**src/rtl/tile_bg_saver.sv**
```systemverilog
// Captures a TILE_W x TILE_H frame-buffer region into a tile RAM and replays it as VGA pixel writes.
// Optional TILE_CLIP_EN: suppress plots and zero captured colour for pixels beyond the 160x120 screen.
module tile_bg_saver #(
  parameter int TILE_W   = 20,
  parameter int TILE_H   = 20,
  parameter int COLOUR_W = 9
) (
  input  logic                clk,
  input  logic                resetn,
  input  logic                start_save,
  input  logic                start_restore,
  input  logic [7:0]          base_x,
  input  logic [6:0]          base_y,
  output logic [7:0]          fb_rd_x,
  output logic [6:0]          fb_rd_y,
  input  logic [COLOUR_W-1:0] fb_rd_colour,
  output logic [7:0]          x,
  output logic [6:0]          y,
  output logic [COLOUR_W-1:0] colour,
  output logic                plot,
  output logic                busy,
  output logic                done
);

  localparam int N   = TILE_W * TILE_H;
  localparam int AW  = $clog2(N);
  localparam int CXW = $clog2(TILE_W);
  localparam int CYW = $clog2(TILE_H);
`ifdef TILE_CLIP_EN
  localparam int XSW = 9;
  localparam int YSW = 8;
`else
  localparam int XSW = 8;
  localparam int YSW = 7;
`endif

  typedef enum logic [2:0] {
    IDLE, SAVE, SAVE_FLUSH, RESTORE, RESTORE_FLUSH, DONE
  } state_t;

  state_t state, state_n;

  logic [CXW-1:0]      cx, cx_n;
  logic [CYW-1:0]      cy, cy_n;
  logic                cx_last, cy_last, tile_last;
  logic [7:0]          bx_q;
  logic [6:0]          by_q;
  logic [AW-1:0]       addr;
  logic [XSW-1:0]      sx;
  logic [YSW-1:0]      sy;
  logic                clip;
  logic                wr_en, wr_clip;
  logic [AW-1:0]       wr_addr;
  logic [COLOUR_W-1:0] ram [0:N-1];

  assign cx_last   = (cx == CXW'(TILE_W - 1));
  assign cy_last   = (cy == CYW'(TILE_H - 1));
  assign tile_last = cx_last && cy_last;
  assign cx_n      = cx_last ? '0 : cx + 1'b1;
  assign cy_n      = cx_last ? (cy_last ? '0 : cy + 1'b1) : cy;
  assign addr      = AW'(cy) * AW'(TILE_W) + AW'(cx);

  // Sums carry one extra bit in the clipping build so overflow counts as off-screen.
  assign sx = XSW'(bx_q) + XSW'(cx);
  assign sy = YSW'(by_q) + YSW'(cy);
`ifdef TILE_CLIP_EN
  assign clip = (sx > XSW'(159)) || (sy > YSW'(119));
`else
  assign clip = 1'b0;
`endif

  always_ff @(posedge clk) begin
    if (!resetn) state <= IDLE;
    else         state <= state_n;
  end

  always_comb begin
    state_n = state;
    busy    = 1'b0;
    done    = 1'b0;
    case (state)
      IDLE: begin
        if (start_save)         state_n = SAVE;
        else if (start_restore) state_n = RESTORE;
      end
      SAVE: begin
        busy = 1'b1;
        if (tile_last) state_n = SAVE_FLUSH;
      end
      SAVE_FLUSH: begin
        busy    = 1'b1;
        state_n = DONE;
      end
      RESTORE: begin
        busy = 1'b1;
        if (tile_last) state_n = RESTORE_FLUSH;
      end
      RESTORE_FLUSH: begin
        busy    = 1'b1;
        state_n = DONE;
      end
      DONE: begin
        done    = 1'b1;
        state_n = IDLE;
      end
      default: state_n = IDLE;
    endcase
  end

  always_ff @(posedge clk) begin
    if (!resetn) begin
      cx      <= '0;
      cy      <= '0;
      bx_q    <= '0;
      by_q    <= '0;
      fb_rd_x <= '0;
      fb_rd_y <= '0;
      x       <= '0;
      y       <= '0;
      colour  <= '0;
      plot    <= 1'b0;
      wr_en   <= 1'b0;
      wr_clip <= 1'b0;
      wr_addr <= '0;
    end else begin
      wr_en <= 1'b0;
      plot  <= 1'b0;
      case (state)
        IDLE: begin
          cx <= '0;
          cy <= '0;
          if (start_save || start_restore) begin
            bx_q <= base_x;
            by_q <= base_y;
          end
          if (start_save) begin
            fb_rd_x <= base_x;
            fb_rd_y <= base_y;
          end
        end
        SAVE: begin
          cx <= cx_n;
          cy <= cy_n;
          if (!tile_last) begin
            fb_rd_x <= bx_q + 8'(cx_n);
            fb_rd_y <= by_q + 7'(cy_n);
          end
          // Read data returns a cycle later, so the write address trails by one.
          wr_en   <= 1'b1;
          wr_addr <= addr;
          wr_clip <= clip;
        end
        RESTORE: begin
          cx     <= cx_n;
          cy     <= cy_n;
          x      <= sx[7:0];
          y      <= sy[6:0];
          colour <= ram[addr];
          plot   <= !clip;
        end
        default: ;
      endcase
    end
  end

  // Tile RAM is deliberately left unreset so a restore after reset still has the saved tile.
  always_ff @(posedge clk) begin
    if (wr_en) ram[wr_addr] <= wr_clip ? '0 : fb_rd_colour;
  end

endmodule

```
**config.mk**
```make
export PLATFORM = sky130hd
export DESIGN_NAME = tile_bg_saver
export DESIGN_NICKNAME = d
export VERILOG_FILES = /design/src/rtl/tile_bg_saver.sv
export SDC_FILE = /design/constraint.sdc
export NUM_CORES = 2
export LEC_CHECK = 0
export ABC_AREA = 1
export CORE_MARGIN = 1.5
export CORE_UTILIZATION = 50
export CTS_CLUSTER_SIZE = 30
export DETAILED_ROUTE_END_ITERATION = 7
export MAX_ROUTING_LAYER = met4
export PLACE_DENSITY = 0.65
export SYNTH_ARGS = -nofsm -noshare
export SYNTH_HDL_FRONTEND = slang
export SYNTH_SLANG_ARGS = --single-unit
```
**constraint.sdc**
```tcl
create_clock -name clk -period 6.99 [get_ports clk]
set_input_delay 1.0485 -clock clk [delete_from_list [all_inputs] [get_ports clk]]
set_output_delay 1.0485 -clock clk [all_outputs]
set_load 0.1 [all_outputs]
```
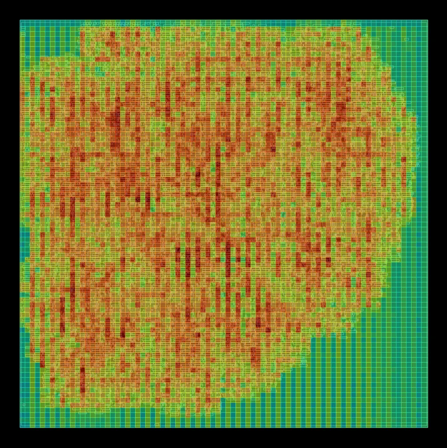
**Above:** congestion heat map.
gr busiest metal: met2
Global Route Usage Sum: 0.274
fraction of the core area covered by cells at the end of the flow: 0.553
routed length per placed instance: 23.4 um

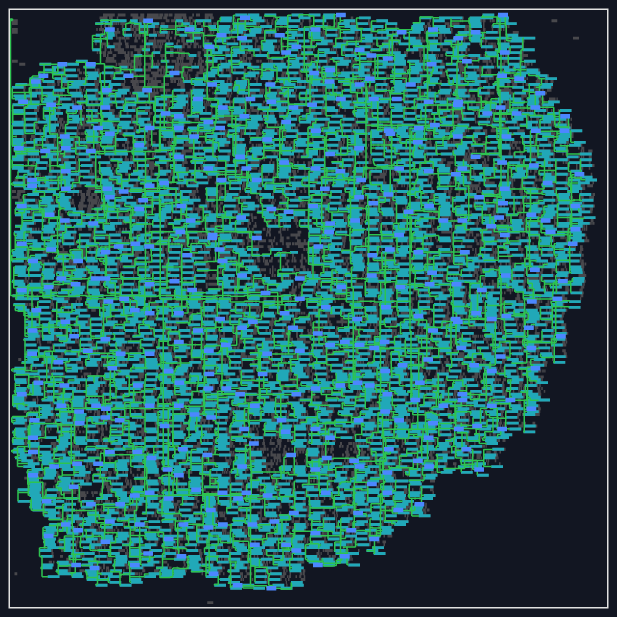
**Above:** clock wires, drivers and flops.
[cyan] flip-flops | count: 3678
[green] clock wires | length: 41.5 mm
[blue] cells driving clock nets | count: 382
flops lie: widely spread
routed clock nets: 383

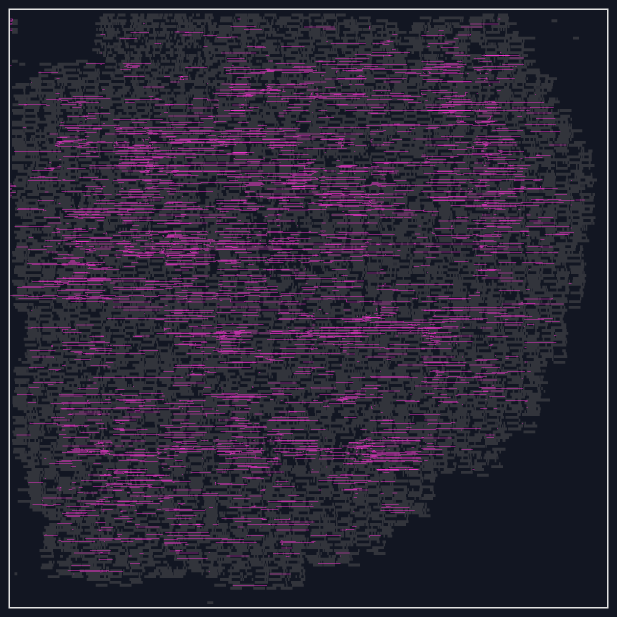
**Above:** signal wires on met3.
Cells faint in the background.
wire length on this layer: 38.6 mm
share of all routed wire: 9.1%
main direction: horizontal
longest straight run: 205 um
nets with wire on the layer: 897

==> summary.txt <==
This note records the results obtained with Yosys and OpenROAD.

Synthesis
The total number of yosys warnings is 0. The area fraction in compound gates is 0.0570. Of the post-synthesis cell area, the dominant cell type holds 0.695. When the netlist entered floorplanning its net count stood at 14100.

The area reported by Yosys stat is 156000 um2. The synthesized area is 156000 um2. A synthesized cell averages 11.1 um2. The cell count after synthesis is 14000. The number of library cell types mapped by synthesis is 44. The share of synthesized cell area in and, or, nand and nor gates is 0.175. In this run, the synthesized area fraction spent on xor and xnor cells is recorded as 0.00133.

The async set-reset flop share out of synthesis is 0. Sorting the synthesized cells by area gives the leading types as sky130_fd_sc_hd__edfxtp_1 (69%), sky130_fd_sc_hd__nand2_1 (8.2%), sky130_fd_sc_hd__nand3_1 (4.6%). Once synthesis finished, the tally of register bits stood at 3678. The main logic family after synthesis is simple AND/OR/NAND/NOR gates. Of all cell types, the one taking the most synthesized area is sky130_fd_sc_hd__edfxtp_1. The post-synth count of flops with an enable pin is 3600.

The cell-mix breakdown from Yosys lists the adder-cell area share as 0.00342. The post-synthesis mux area share is 0. The cell count listed in synth_stat.txt is 14000.

Placed design
The instance area after placement is 159000 um2. The number of port buffers is 69. The HPWL after detailed placement is 231000 um.

The cell count after placement is 17500. The setup slack at placement is 2480 ps. The final weighted congestion in routability-driven placement is 0.880.

Setup path
The register-to-register setup slack is 2290 ps. The data arrival time of the critical path is 5590 ps. STA puts the critical path data required time at 7880 ps.

OpenSTA lists the critical path startpoint as cy[0]. In this run the critical register-to-register path is captured at colour[6]. The maximum fanout along the worst path is 104.

The library cell contributing the largest single delay on the critical path is sky130_fd_sc_hd__fa_4. Per STA, the worst path is made up of ha_4, inv_1, fa_4, inv_8, buf_12, nand3_1, nand3_1, nand3_1, nand3_1, nand3_1, nand2_1, nor2_1, nor2_1, nor2_1. The worst register-to-register path begins at cy[0].

The type of element capturing the critical path is a flip-flop. The logic depth of the worst path, buffers included is 14. The critical path's top delay family is simple AND/OR/NAND/NOR gates. The kind of launch point of the worst setup path is a flip-flop. Per STA, the library cell used most along the worst path is sky130_fd_sc_hd__nand3_1. For this run, the slowest stage of the critical path takes 1180 ps. Per STA, the endpoint of the critical path is colour[6]. The worst register-to-register path depth is 14.

Min path
The worst hold path class is reg -> reg. The number of cells on the worst hold path is 2. The worst hold path begins at fb_rd_x[6]. The endpoint of the worst hold path is reported as fb_rd_x[6].

Clocking
CTS saw 3678 sinks. The CTS tree is built. The maximum level of the CTS H-tree is 5. The number of post-CTS setup repair buffers is 0.

The insertion delay at the late pin of the worst-skew pair is 960 ps. The post-cts sizing count is 0. The clock-pin slew of the registers on the worst-case setup and hold paths is 60 ps. Per the CTS log, the buffer count on the longest clock path is 4. The number of buffers inserted during clock tree synthesis is 382. The post-CTS hold buffer count recorded in the log is 0.

The master cell of the clock root buffer is sky130_fd_sc_hd__clkbuf_16.

Route
The total via count after detailed routing is 102000. The residual antenna-violating net count after detailed routing is 0. Detailed-route iteration 0 reported a violation count of 13800. The number of design rule violations left after detail routing is 0.

The routed length on met3 is 38600 um. The routed design shows a via density per instance of 5.63. The detailed-routing iteration count for the pre-antenna-repair pass is 6. The highest metal layer used by the detailed router is met4.

Cells and area
The non-clock inverter count in the final layout is 1285. The clock buffers instantiated in the layout total 489. The number of multi-input combinational cells in the layout is 8180. Per the layout area report, the combinational fraction of cell area is 0.216. The layout buffer count excluding clock buffers is 207. The flip-flop and latch share of the layout cell area is 0.641. The register with the most flip-flops in the layout has 3600 of them. The sequential standard cell area is 110000 um2.

The final antenna diode tally reported by the flow is 17. The tally of filler cells in the layout is 25500. The final layout net count is 13800.

The largest registers in the layout are ram: 3600 flops, colour: 9 flops, wr_addr: 9 flops. Counting only logic cells after layout, the most numerous master is sky130_fd_sc_hd__edfxtp_1. The number of sequential cells in the layout is 3678. Compared with the post-synthesis result, the final layout area differs by 9.98%. The design area is 171000 um2. The final-layout clock-cell area share is 0.0705. The register with the most flip-flops is ram. The dominant kind of cell by area is sequential cells. Leaving out fill and tap cells, the most frequent cells in the layout are sky130_fd_sc_hd__edfxtp_1 (3600), sky130_fd_sc_hd__nand2_1 (3391), sky130_fd_sc_hd__nand3_1 (1421), sky130_fd_sc_hd__nor2_1 (1301), sky130_fd_sc_hd__inv_1 (1274).

The area taken by multi-input logic gates is 37000 um2. In the final layout, the share of cells above drive strength 1 is 0.0714. The final report lists a non-filler cell total of 18200.

Power and ir drop
The power report attributes to the clock group a share of 0.353. The sequential group share of total power is 0.441. The power spent charging and discharging nets is 17.3 mW. The internal power component is 38.4 mW. The cell leakage power is 63.0 nW.

The net switching share of the total power is 0.310. The worst supply voltage drop on vdd is 0.274 mV. The share of total power dissipated in combinational logic is 0.206. The power consumption is 55.7 mW.

For the clock group, total power comes out at 19.7 mW. The sequential-cell power consumption is 24.6 mW.

Floorplan
The die is 561 um tall. At the floorplan stage, the core utilization is reported as 0.503. From left edge to right edge, the die measures 561 um. According to the tapcell log, the count of inserted taps is 4120. The placement row count is 204. For this design the top-level I/O count stands at 70. The overall chip area is 315000 um2.

Global route
The fraction of met3 tracks used by global routing is 0.0350. The via count of the first global-routing pass is 94900. The pin count of the biggest net entering global routing is 195.

The initial antenna violation count came to 20. The first global-routing pass estimated 626000 um of wire. The met2 track demand over resource is 0.414. Routing resource usage on met1 recorded by global route was 0.387. The overflow left after global routing is 0.

Flow run
The run reported a max-capacitance violation count of 0. Across all stage logs, warnings added up to 155.

Timing
The final count of negative-setup-slack endpoints is 0. The critical path in the final layout is reported with a setup slack of 2290 ps. Per the final timing report, the hold violations number 0. Setup repair after global routing left no endpoint under its margin. The measured slew at the worst slew-check pin is 1190 ps. The worst clock skew on the final layout is 84.8 ps.

The relative slew slack is 0.205. The fmax is 213 MHz. Counting I/O delays and the setup requirement, the final critical path takes 4700 ps.

Max-slew check failures listed in the final report amount to 0. The accumulated negative setup slack is 0 ps.

Outcome
The run finished with clean final reports.
Yosys cell counts, types with 84 or more instances:
| master | n |
|---|---|
| sky130_fd_sc_hd__clkbuf_1 | 300 |
| sky130_fd_sc_hd__inv_1 | 1275 |
| sky130_fd_sc_hd__buf_2 | 346 |
| sky130_fd_sc_hd__nor2_1 | 1302 |
| sky130_fd_sc_hd__a21oi_1 | 239 |
| sky130_fd_sc_hd__nand3_1 | 1421 |
| sky130_fd_sc_hd__o211ai_1 | 229 |
| sky130_fd_sc_hd__nand2_1 | 3407 |
| sky130_fd_sc_hd__edfxtp_1 | 3600 |
| sky130_fd_sc_hd__o21ai_0 | 861 |
| sky130_fd_sc_hd__buf_4 | 84 |
| sky130_fd_sc_hd__or2_2 | 277 |
| sky130_fd_sc_hd__o21ai_1 | 191 |
Power is estimated from default activity; no workload was simulated.
